**config.mk**
```make
export PLATFORM = sky130hd
export DESIGN_NAME = imm_ext_arbiter_flat
export DESIGN_NICKNAME = d
export VERILOG_FILES = /design/src/rtl/imm_ext_arbiter_if.sv /design/src/rtl/imm_ext_arbiter.sv /design/src/flat_wrapper.sv
export SDC_FILE = /design/constraint.sdc
export NUM_CORES = 1
export LEC_CHECK = 0
export CORE_MARGIN = 10
export CORE_UTILIZATION = 60
export DETAILED_ROUTE_END_ITERATION = 10
export DONT_BUFFER_PORTS = 1
export PLACE_DENSITY = 0.75
export SYNTH_ARGS = -nofsm -noshare
export SYNTH_HDL_FRONTEND = slang
export SYNTH_SLANG_ARGS = --single-unit
```
**constraint.sdc**
```tcl
create_clock -name clk -period 3.6 [get_ports clk]
set_clock_uncertainty 0.05 [all_clocks]
set_input_delay 0.9 -clock clk [delete_from_list [all_inputs] [get_ports clk]]
set_output_delay 0.9 -clock clk [all_outputs]
set_load 0.05 [all_outputs]
```
**src/rtl/imm_ext_arbiter_if.sv**
```systemverilog
// imm_ext_arbiter_if: request/result bundle for the shared
// immediate extender (two requesters in, one result out).
interface imm_ext_arbiter_if #(
  parameter int IN_W  = 12,
  parameter int OUT_W = 16
);
  logic             req0;
  logic [IN_W-1:0]  imm0;
  logic             exop0;
  logic             req1;
  logic [IN_W-1:0]  imm1;
  logic             exop1;
  logic             gnt0;
  logic             gnt1;
  logic             out_valid;
  logic [OUT_W-1:0] out_data;
  logic             out_id;
  logic             out_ready;

  modport master (
    output req0, imm0, exop0,
    output req1, imm1, exop1,
    output out_ready,
    input  gnt0, gnt1,
    input  out_valid, out_data, out_id
  );

  modport slave (
    input  req0, imm0, exop0,
    input  req1, imm1, exop1,
    input  out_ready,
    output gnt0, gnt1,
    output out_valid, out_data, out_id
  );
endinterface

```
**src/rtl/imm_ext_arbiter.sv**
```systemverilog
// imm_ext_arbiter: round-robin share of one 12->16 immediate extender.
// Optional grant counters enabled by IMM_EXT_GRANT_CNT_EN.
module imm_ext_arbiter #(
  parameter int IN_W  = 12,
  parameter int OUT_W = 16
) (
  input  logic             clk,
  input  logic             reset,
  imm_ext_arbiter_if.slave bus
`ifdef IMM_EXT_GRANT_CNT_EN
  ,
  output logic [15:0]      gnt_cnt0,
  output logic [15:0]      gnt_cnt1
`endif
);

  localparam logic [0:0] EMPTY = 1'b0;
  localparam logic [0:0] FULL  = 1'b1;

  logic [0:0]       state;
  logic             gnt0_q;
  logic             gnt1_q;
  logic             id_q;
  logic             last_gnt;
  logic [OUT_W-1:0] data_q;

  logic             elig0;
  logic             elig1;
  logic             room;
  logic             cap;
  logic             drain;
  logic             win;
  logic [IN_W-1:0]  imm_w;
  logic             exop_w;
  logic [OUT_W-1:0] ext;

  // Eligibility, round-robin winner and extension of the winner.
  always_comb begin
    elig0  = bus.req0 & ~gnt0_q;
    elig1  = bus.req1 & ~gnt1_q;
    room   = (state == EMPTY) | bus.out_ready;
    cap    = room & (elig0 | elig1);
    drain  = (state == FULL) & bus.out_ready & ~cap;
    win    = elig1 & (~elig0 | ~last_gnt);
    imm_w  = win ? bus.imm1 : bus.imm0;
    exop_w = win ? bus.exop1 : bus.exop0;
    ext    = {{(OUT_W-IN_W){exop_w & imm_w[IN_W-1]}},
              imm_w};
  end

  // Result buffer, grant pulses and round-robin pointer.
  always_ff @(posedge clk) begin
    if (reset) begin
      state    <= EMPTY;
      gnt0_q   <= 1'b0;
      gnt1_q   <= 1'b0;
      id_q     <= 1'b0;
      last_gnt <= 1'b1;
      data_q   <= '0;
    end else begin
      gnt0_q <= 1'b0;
      gnt1_q <= 1'b0;
      unique case (1'b1)
        cap: begin
          state    <= FULL;
          gnt0_q   <= ~win;
          gnt1_q   <= win;
          id_q     <= win;
          last_gnt <= win;
          data_q   <= ext;
        end
        drain: begin
          state <= EMPTY;
        end
        default: begin
          state <= state;
        end
      endcase
    end
  end

`ifdef IMM_EXT_GRANT_CNT_EN
  // Per-requester grant counters, wrapping at 16 bits.
  always_ff @(posedge clk) begin
    if (reset) begin
      gnt_cnt0 <= '0;
      gnt_cnt1 <= '0;
    end else if (cap) begin
      if (win) gnt_cnt1 <= gnt_cnt1 + 16'd1;
      else     gnt_cnt0 <= gnt_cnt0 + 16'd1;
    end
  end
`endif

  assign bus.gnt0      = gnt0_q;
  assign bus.gnt1      = gnt1_q;
  assign bus.out_valid = (state == FULL);
  assign bus.out_data  = data_q;
  assign bus.out_id    = id_q;

endmodule

```
**src/flat_wrapper.sv**
```systemverilog
// flat-port wrapper written by rule: the top's interface ports become plain ports
module imm_ext_arbiter_flat 
#(
  parameter int IN_W  = 12,
  parameter int OUT_W = 16
)
  (clk, reset, bus_req0, bus_imm0, bus_exop0, bus_req1, bus_imm1, bus_exop1, bus_out_ready, bus_gnt0, bus_gnt1, bus_out_valid, bus_out_data, bus_out_id);
  imm_ext_arbiter_if #(.IN_W(IN_W), .OUT_W(OUT_W)) bus_i ();
  input  logic clk;
  input  logic reset;
  input wire logic [$bits(bus_i.req0)-1:0] bus_req0;
  input wire logic [$bits(bus_i.imm0)-1:0] bus_imm0;
  input wire logic [$bits(bus_i.exop0)-1:0] bus_exop0;
  input wire logic [$bits(bus_i.req1)-1:0] bus_req1;
  input wire logic [$bits(bus_i.imm1)-1:0] bus_imm1;
  input wire logic [$bits(bus_i.exop1)-1:0] bus_exop1;
  input wire logic [$bits(bus_i.out_ready)-1:0] bus_out_ready;
  output wire logic [$bits(bus_i.gnt0)-1:0] bus_gnt0;
  output wire logic [$bits(bus_i.gnt1)-1:0] bus_gnt1;
  output wire logic [$bits(bus_i.out_valid)-1:0] bus_out_valid;
  output wire logic [$bits(bus_i.out_data)-1:0] bus_out_data;
  output wire logic [$bits(bus_i.out_id)-1:0] bus_out_id;
  assign bus_i.req0 = bus_req0;
  assign bus_i.imm0 = bus_imm0;
  assign bus_i.exop0 = bus_exop0;
  assign bus_i.req1 = bus_req1;
  assign bus_i.imm1 = bus_imm1;
  assign bus_i.exop1 = bus_exop1;
  assign bus_i.out_ready = bus_out_ready;
  assign bus_gnt0 = bus_i.gnt0;
  assign bus_gnt1 = bus_i.gnt1;
  assign bus_out_valid = bus_i.out_valid;
  assign bus_out_data = bus_i.out_data;
  assign bus_out_id = bus_i.out_id;
  imm_ext_arbiter #(.IN_W(IN_W), .OUT_W(OUT_W)) u_core (.clk(clk), .reset(reset), .bus(bus_i));
endmodule
```
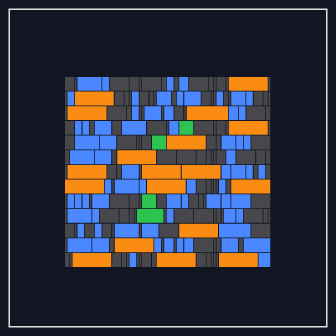
**Above:** run 1 (placed cells, one colour a class).
Fill, decap, tap and diode cells in grey.
Key: clock drivers and dummy loads = green [cells 4, share of their area 4.3%]; all other logic = blue [cells 69, share of their area 53%]; flip-flops = orange [cells 18, share of their area 43%]

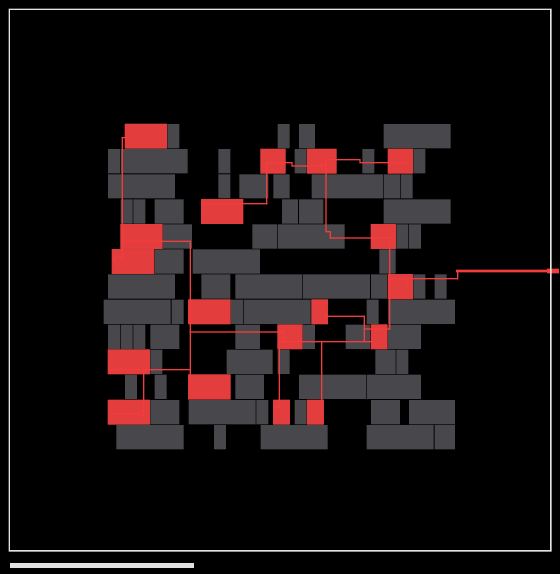
**Above:** run 1 (I/O nets highlighted).
Bar = 20 µm.
Key: reset = red [bits 1, direction input, edge right, end cells 18, wire 175 µm]

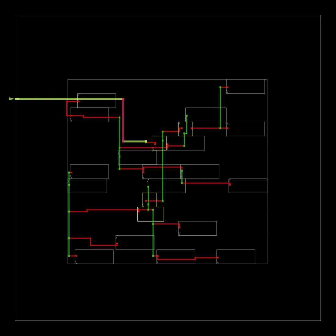
**Above:** run 1 (clock wiring as the flow saved it).
later-pin clock latency in the skew report: 0.29 ns
Clock Buffer Count: 4

==> flow_summary.yaml, run 1 <==
# yosys + openroad results
detailed_routing:
  route.detailed.vias_per_inst: 6.198
  detail_route.iter0.violations: 12
  vias: 657
  final_routed_wirelength_um: 2066
  antenna_left: 0
  routedWlPerCell_um: 19.49
  drc_errors: 0
power:
  power-per-cell-area_nw_per_um2: 613.7
  power.static_leakage_nw: 0.3232
  irDropWorstVdd_uv: 344.1
setup_path:
  critPathMaxFanout: 5
  worst-endpoint-arrival_ns: 1.31
  rr_startpoint: "u_core.bus.gnt0"
  worstReg2RegEnd: "u_core.bus.out_data[12]"
  worst-r2r-cell-count: 4
  critPathCaptureType: "output pin"
  reg2reg_setup_slack_ns: 1.58
  worstSetupStartpoint: "u_core.bus.out_data[12]"
  startpoint_type_of_the_worst_setup_path: "flop"
layout:
  synthToLayoutAreaGrowth_pct: -3.086
  antenna_cells: 0
  final_layout_top_logic_cells: "dfxtp_1, nand2_1, nor2_1, a21oi_2, a211oi_2"
  drive_above_1_share: 0.2747
  filler_cell_count: 122
  final_net_count: 123
  final_layout_top_logic_cell: "dfxtp_1"
die:
  core_um2: 1350
  pre_placement_core_utilization: 0.6608
  fp.dieArea_um2: 3429
  die_height_um: 58.56
  die_boundary_width_um: 58.56
  placement_rows: 13
  design.portCount: 51
logic_synthesis:
  synth-area-yosys_um2: 892.1
  netlist.top_cell.by_instances: "dfxtp_1"
  synth-seq-cells: 18
  synthesis.area_per_instance_um2: 9.197
  netlist_area_um2: 892.1
  synth_cell_types: 22
  synth-edff-count: 0
  synth_nets: 128
  yosys_cells: 97
  asyncSetResetFlopFracSynth: 0
  yosys.stat.seqShare: 0.4039
  synth-warning-count: 0
  synthTopCellsByArea: "dfxtp_1, a211oi_2, a21oi_2"
  ys_top_cells_by_count: "dfxtp_1, nand2_1, nor2_1"
  synth.top_cell.area_share: 0.4039
  top_area_cell: "dfxtp_1"
  syn_inst: 97
  synth-main-ff-cell: "dfxtp_1"
final_timing:
  final-hold-violation-count: 0
  relSlewSlack: 0.3247
  final_max_slew_viol_count: 0
  worst_pin_slew_ns: 1.013
  setup-violations-final: 0
  post-route-min-period_ns: 2.261
clock_tree:
  cts_post_setup_buffers_inserted: 0
  clock_sinks: 18
  clock-root-buffer: "clkbuf_4"
  postCtsHoldBufs: 0
  cts_tree: "built"
  cts-root-to-sink-buffers: 2
  post_cts_resized: 0
  cts_made_buffers: 3
  cts_htree_levels: 1
worst_hold_path:
  hold_path_end: "u_core.last_gnt"
job:
  number_of_max_cap_violations: 0
  openroad.warnings: 26
placement:
  post-dp-hpwl_um: 1557
  routabilityCongestion: 0.6324
  placement.cell_area_um2: 828.3
global_routing:
  grt_first_pass_wirelength_um: 3415
  number_of_global_route_vias_before_repair: 725
  grt_usage: 0.1236
  grt.overflow.total: 0
  antenna_found_initial: 0
  grt_start_max_net_pins: 19
status:
  status: "finished clean"
-- run 1: report_power, final --
| part | internal (mW) | switching (mW) | total (mW) |
|---|---|---|---|
| clock | 0.0615 | 0.0628 | 0.124 |
| combinational | 0.0343 | 0.0513 | 0.0856 |
| sequential | 0.221 | 0.0996 | 0.321 |
| total | 0.317 | 0.214 | 0.531 |
-- run 1: registers in the layout, indices dropped and copies added, names as in the netlist --
name / cells
u_core.bus.gnt0: 1
u_core.bus.gnt1: 1
u_core.bus.out_data: 13
u_core.bus.out_id: 1
u_core.bus.out_valid: 1
u_core.last_gnt: 1
-- run 1: cell type report --
cell class / count / area [µm²] / area share
Multi-Input combinational cell: 69 / 447.9 / 0.5181
Sequential cell: 18 / 361.6 / 0.4182
Clock buffer: 4 / 36.28 / 0.04197
Tap cell: 15 / 18.77 / 0.02171
-- run 1: per-stage QoR --
step                std cells  hold WS (ns)    util  power [mW]
floorplan                  97        0.3881       -      0.4155
global placement          102        0.4060  0.6135      0.4098
detailed placement        102        0.4121  0.6135      0.4138
CTS                       106        0.4364  0.6404      0.5368
global route              106        0.4604  0.6404      0.5597
finish                    106        0.4327  0.6404      0.5306
-- run 1: routing by layer --
| layer | vias up | part of all wire | global-route usage |
|---|---|---|---|
| met5 | - | 0 | 0 |
| met4 | 0 | 0.0039 | 0.04027 |
| met3 | 2 | 0.17 | 0.09013 |
| met2 | 32 | 0.45 | 0.2003 |
| met1 | 304 | 0.38 | 0.1207 |
| li1 | 319 | - | - |
-- run 1: logic make-up after synthesis --
family,Yosys count,share of synthesized area
AOI/OAI and AO/OA,29,0.2960
buffers and inverters,10,0.09396
DFF,18,0.4039
and+or+nand+nor,40,0.2062
==> inputs of run 2 (changes only) <==
- CORE_UTILIZATION: 60 -> 59
- PLACE_DENSITY: 0.75 -> 0.74
- clock period: 3.6 -> 2.3 ns (I/O delays scaled with it)
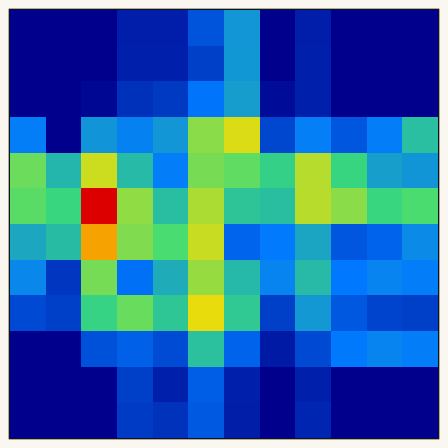
**Above:** run 2 (wiring heat map).
12 x 12 tiles, from dark blue (low) to red (high), scaled to the fullest tile. Values are wire area over tile area, all layers added.
The densest ninth of the die: left middle. The mean over all tiles is 0.11. The emptiest ninth of the die: top left. 26% of the tiles are nearly empty.

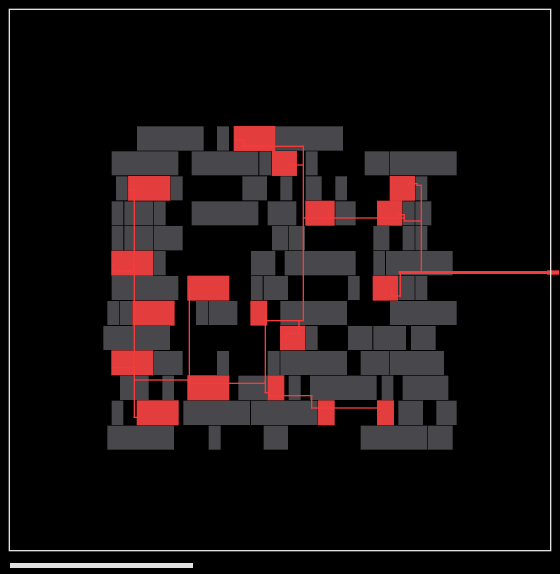
**Above:** run 2 (I/O nets highlighted).
Bar = 20 µm.
Key: reset = red [bits 1, direction input, edge right, end cells 18, wire 162 µm]
count of buffers inserted at the top-level ports: 0
top-level I/O count: 51

==> run 2 against run 1 <==
Against the previous run: first-iteration DRC count fell by 17%; routed wire length is 2.5% higher; sequential power is 43% higher; final cell count rose by 3.8%; sequential share of layout area down 1.1 points; critical path depth grew 1; clock-buffer cell count fell by 1; clock power rose by 23%; non-clock buffer count up 5.
==> flow_summary.yaml, run 2 <==
# yosys + openroad results
global_routing:
  antenna_found_initial: 0
  grt.overflow.total: 0
  grt_first_pass_wirelength_um: 3305
  grt_usage: 0.1220
  grt_start_max_net_pins: 19
logic_synthesis:
  synth.top_cell.area_share: 0.4039
  synth_nets: 128
  ys_top_cells_by_count: "dfxtp_1, nand2_1, nor2_1"
  netlist_area_um2: 892.1
  synth-warning-count: 0
  synth_cell_types: 22
  yosys_cells: 97
  yosys.stat.seqShare: 0.4039
  top_area_cell: "dfxtp_1"
  synth-edff-count: 0
  netlist.top_cell.by_instances: "dfxtp_1"
  synth-area-yosys_um2: 892.1
  synthTopCellsByArea: "dfxtp_1, a211oi_2, a21oi_2"
  synthesis.area_per_instance_um2: 9.197
  synth-seq-cells: 18
layout:
  final_net_count: 128
  final_layout_top_logic_cell: "dfxtp_1"
  synthToLayoutAreaGrowth_pct: -0.4208
  final_layout_top_logic_cells: "dfxtp_1, nand2_1, nor2_1, a21oi_2, a211oi_2"
  largest_register_ffs: 13
  drive_above_1_share: 0.3053
  antenna_cells: 0
power:
  report.power.total_uw: 800.5
  power-per-cell-area_nw_per_um2: 901.2
  irDropWorstVdd_uv: 547.5
  power.static_leakage_nw: 0.3418
die:
  core_um2: 1366
  pre_placement_core_utilization: 0.6529
  die_height_um: 58.89
  die_boundary_width_um: 58.89
final_timing:
  worst_pin_slew_ns: 0.5356
  setup-violations-final: 0
  relSlewSlack: 0.6416
  post-route-min-period_ns: 1.730
  hold-worst-slack_ns: 0.2824
  final-hold-violation-count: 0
  final_max_slew_viol_count: 0
clock_tree:
  clk-insertion-delay-late_ns: 0.29
  clock-root-buffer: "clkbuf_4"
  postCtsHoldBufs: 0
  post_cts_resized: 0
  cts_htree_levels: 1
  cts_tree: "built"
  cts_post_setup_buffers_inserted: 0
detailed_routing:
  antenna_left: 0
  detail_route.iter0.violations: 10
  detailroute.wirelength.met3_um: 285
  route.detailed.vias_per_inst: 6.136
  routedWlPerCell_um: 19.25
  wl_met1_um: 848
  wl_met2_um: 947
  vias: 675
  top_layer: "met4"
  final_routed_wirelength_um: 2118
setup_path:
  worst-endpoint-arrival_ns: 1.11
  critPathCaptureType: "output pin"
  worst-r2r-cell-count: 5
  critPathMaxFanout: 4
job:
  number_of_max_cap_violations: 0
status:
  status: "finished clean"
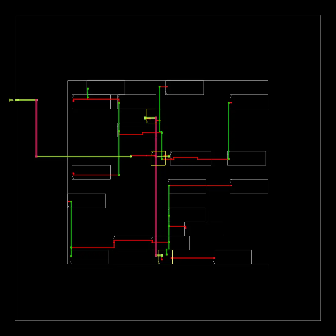
**Above:** run 2 (clock wiring as the flow saved it).
clock network power consumption: 153 µW
CTS sink count: 18
Clock Buffer Count: 3
sequential cell count: 18
number of buffers created by CTS: 3

==> run 2: cell count changes in the layout (fill, tap and decap cells not counted) <==
cell,delta
buf_4,+5
clkbuf_8,-1
==> run 2: area by class of cell <==
| cell class | count | area [µm²] |
|---|---|---|
| clock buffer | 3 | 22.52 |
| fill | 134 | 478.0 |
| multi-input combinational | 69 | 447.9 |
| sequential | 18 | 361.6 |
| tap | 15 | 18.77 |
| timing repair buffer | 5 | 37.54 |
==> run 2: per-stage QoR <==
stage                 util  instances  cell area [µm²]  setup WS [ns]
floorplan                -         97            892.1         0.6909
global placement    0.6337        107            865.8         0.5910
detailed placement  0.6337        107            865.8         0.5208
CTS                 0.6502        110            888.4         0.5536
global route        0.6502        110            888.4         0.5202
finish              0.6502        110            888.4         0.5699
==> run 2: cell families (layout without fill, tap and decap cells) <==
kind of cell           Yosys count  in the layout  synth area share
buffers and inverters           10              8           0.09396
flip-flops                      18             18            0.4039
AND/OR/NAND/NOR                 40             40            0.2062
AND-OR/OR-AND                   29             29            0.2960
==> run 2: metal layers <==
layer  global-route usage  vias up
met4              0.05902        0
met3              0.07296        5
met5                    0        -
li1                     -      329
met1               0.1342      306
met2               0.1817       35
==> run 2: path summary, 6_finish.rpt <==
check | from | slack [ns] | to
max | u_core.bus.out_data[12] | 0.57 | bus_out_data[13]
min | reset | 0.28 | u_core.bus.out_data[0]
max reg2reg | u_core.bus.gnt1 | 0.77 | u_core.bus.out_data[7]
min reg2reg | u_core.last_gnt | 0.42 | u_core.last_gnt
==> run 2: report_power, final <==
part           total [mW]  internal (mW)  switching [mW]
combinational       0.190         0.0632           0.127
sequential          0.458          0.346           0.112
clock               0.153         0.0610          0.0919
total               0.801          0.470           0.330
==> inputs of run 3 (changes only) <==
- CORE_UTILIZATION: 59 -> 53
- PLACE_DENSITY: 0.74 -> 0.7
- clock period: 2.3 -> 1.4 ns (I/O delays scaled with it)
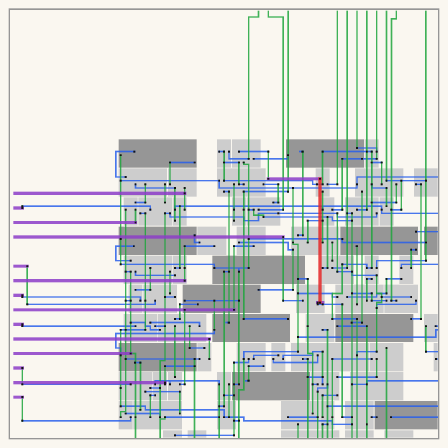
**Above:** run 3 (layout detail).
Region (0, 21) to (40, 61) µm. Cells in grey, sequential cells in the stronger grey; small squares are vias.
Key: met4 = red; met3 = purple; met2 = green; met1 = blue
61 logic cells have their middle in the window. Most frequent: nand2_1 (11), dfxtp_1 (10). Netlist names of flops here include u_core.bus.out_data (9). Sequential cells in the window: 11.

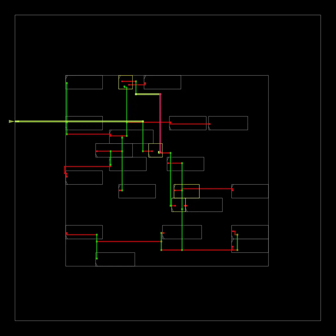
**Above:** run 3 (clock wiring as the flow saved it).
clock network power consumption: 328 µW
later-pin clock latency in the skew report: 0.30 ns
Clock Buffer Count: 4

==> run 3 against run 2 <==
Against the previous run: sequential share of layout area fell by 4.8 points; clock power rose by 110%; first-iteration DRC count fell by 40%; register-to-register slack got worse by 0.71 ns; critical path depth fell by 1; global-route usage rose by 0.23 points; design area rose by 15%; sequential power rose by 46%; utilization rose by 1.5 points; die area rose by 7.4%; worst hold slack got worse by 0.24 ns.
==> flow_summary.yaml, run 3 <==
# yosys + openroad results
final_timing:
  min_period_over_period: 0.9821
  final-hold-violation-count: 0
  post-route-min-period_ns: 1.375
  setup-violations-final: 0
  hold-worst-slack_ns: 0.04738
  post-route-worst-setup-slack_ns: 0.02512
  tns_ns: 0
  achievable-frequency_ghz: 0.7273
  worst_pin_slew_ns: 0.5420
  relSlewSlack: 0.6382
  final_max_slew_viol_count: 0
logic_synthesis:
  synth-warning-count: 0
  synth-area-yosys_um2: 892.1
  yosys.stat.seqShare: 0.4039
  synth-main-ff-cell: "dfxtp_1"
  synth_cell_types: 22
  asyncSetResetFlopFracSynth: 0
  top_area_cell: "dfxtp_1"
  syn_inst: 97
  synthTopCellsByArea: "dfxtp_1, a211oi_2, a21oi_2"
  ys_top_cells_by_count: "dfxtp_1, nand2_1, nor2_1"
  synth_nets: 128
  synthesis.area_per_instance_um2: 9.197
  yosys_cells: 97
  netlist.top_cell.by_instances: "dfxtp_1"
  netlist_area_um2: 892.1
  synth-edff-count: 0
  synth.top_cell.area_share: 0.4039
  synth-seq-cells: 18
detailed_routing:
  drc_errors: 0
  detail_route.first_pass.iterations: 2
  routedWlPerCell_um: 19.28
  final_routed_wirelength_um: 2352
  vias: 724
  antenna_left: 0
  detail_route.iter0.violations: 6
  route.detailed.vias_per_inst: 5.934
setup_path:
  worst-endpoint-arrival_ns: 0.97
  startpoint_type_of_the_worst_setup_path: "flop"
  critPathCaptureType: "output pin"
  critPathMaxFanout: 2
die:
  placement_rows: 14
  design.portCount: 51
  die_height_um: 61.03
  die_boundary_width_um: 61.03
  pre_placement_core_utilization: 0.5787
  fp.dieArea_um2: 3724
  core_um2: 1541
layout:
  final_layout_top_logic_cells: "nand2_1, nor2_1, dfxtp_1, buf_4"
  synthToLayoutAreaGrowth_pct: 14.87
  final_net_count: 138
  post-route-cell-area_um2: 1025
  final_layout_top_logic_cell: "nand2_1"
  largest_register_ffs: 13
  antenna_cells: 0
  filler_cell_count: 133
  drive_above_1_share: 0.4245
placement:
  placement.cell_area_um2: 973.4
  dpl_worst_slack_ns: 0.04719
  routabilityCongestion: 0.6752
  port_buffers: 0
  post-dp-hpwl_um: 1794
global_routing:
  grt_start_max_net_pins: 19
  grt.overflow.total: 0
  antenna_found_initial: 0
  number_of_global_route_vias_before_repair: 764
  grt_first_pass_wirelength_um: 3608
  grt_usage: 0.1242
clock_tree:
  cts_htree_levels: 1
  clock_sinks: 18
  cts_tree: "built"
  worst_setup_hold_path_clk_slew_ns: 0.11
  cts_made_buffers: 3
  cts-root-to-sink-buffers: 2
  cts_post_setup_buffers_inserted: 0
  clock-root-buffer: "clkbuf_4"
job:
  number_of_max_cap_violations: 0
  openroad.warnings: 27
power:
  irDropWorstVdd_uv: 790.1
  report.power.total_mw: 1.477
  power-per-cell-area_nw_per_um2: 1441
  power.static_leakage_nw: 0.4130
status:
  status: "finished clean"
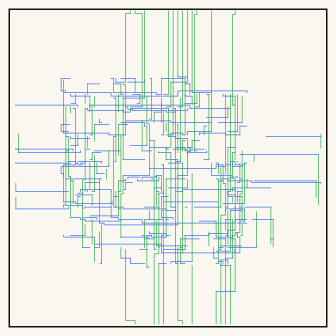
**Above:** run 3 (metal layers overlaid).
Only two layers are drawn.
Key: met2 = green [wire length 1220 µm]; met1 = blue [wire length 859 µm]

==> run 3: cell counts after synthesis <==
Identical to the previous run, type by type.
==> run 3: what timing repair did <==
| item | in CTS | in global routing |
|---|---|---|
| gates resized | 0 | 3 |
| endpoints found under the setup margin | 0 | 14 |
| hold buffers | 0 | 0 |
==> run 3: cell families after synthesis <==
kind of cell,Yosys count,synth area share
buffers and inverters,10,0.09396
AND-OR/OR-AND,29,0.2960
AND/OR/NAND/NOR,40,0.2062
flip-flops,18,0.4039
==> run 3: report_power, final <==
| group | internal, mW | switching, mW |
|---|---|---|
| clock network | 0.159 | 0.169 |
| logic | 0.167 | 0.314 |
| registers | 0.570 | 0.0980 |
==> run 3: cell type report <==
cell class	count	area [µm²]	area share
Timing Repair Buffer	15	137.6	0.1343
Sequential cell	18	367.9	0.3590
Clock buffer	4	36.28	0.03541
Multi-Input combinational cell	69	462.9	0.4518
Tap cell	16	20.02	0.01954
==> run 3: worst paths after layout <==
kind,startpoint,end,slack (ns),cells after the start
worst max register to register,u_core.bus.gnt1,u_core.bus.out_data[6],0.06,5
worst min register to register,u_core.last_gnt,u_core.last_gnt,0.43,2
worst min-delay path,reset,u_core.bus.out_valid,0.05,1
worst max-delay path,u_core.bus.out_data[6],bus_out_data[6],0.03,0
==> run 3: per-stage QoR <==
step | std cells | util
global placement | 118 | 0.6315
global route | 122 | 0.6648
finish | 122 | 0.6648
CTS | 122 | 0.6550
detailed placement | 118 | 0.6315
floorplan | 97 | -
==> run 3: per-layer routing <==
layer	track usage	share of wire	vias to the layer above
met3	0.06584	0.11	2
met5	0	0	-
li1	-	-	354
met1	0.1288	0.36	338
met2	0.2118	0.52	30
met4	0.03762	0.0047	0
Power figures rest on the tool's default switching activity, not on a simulated workload.
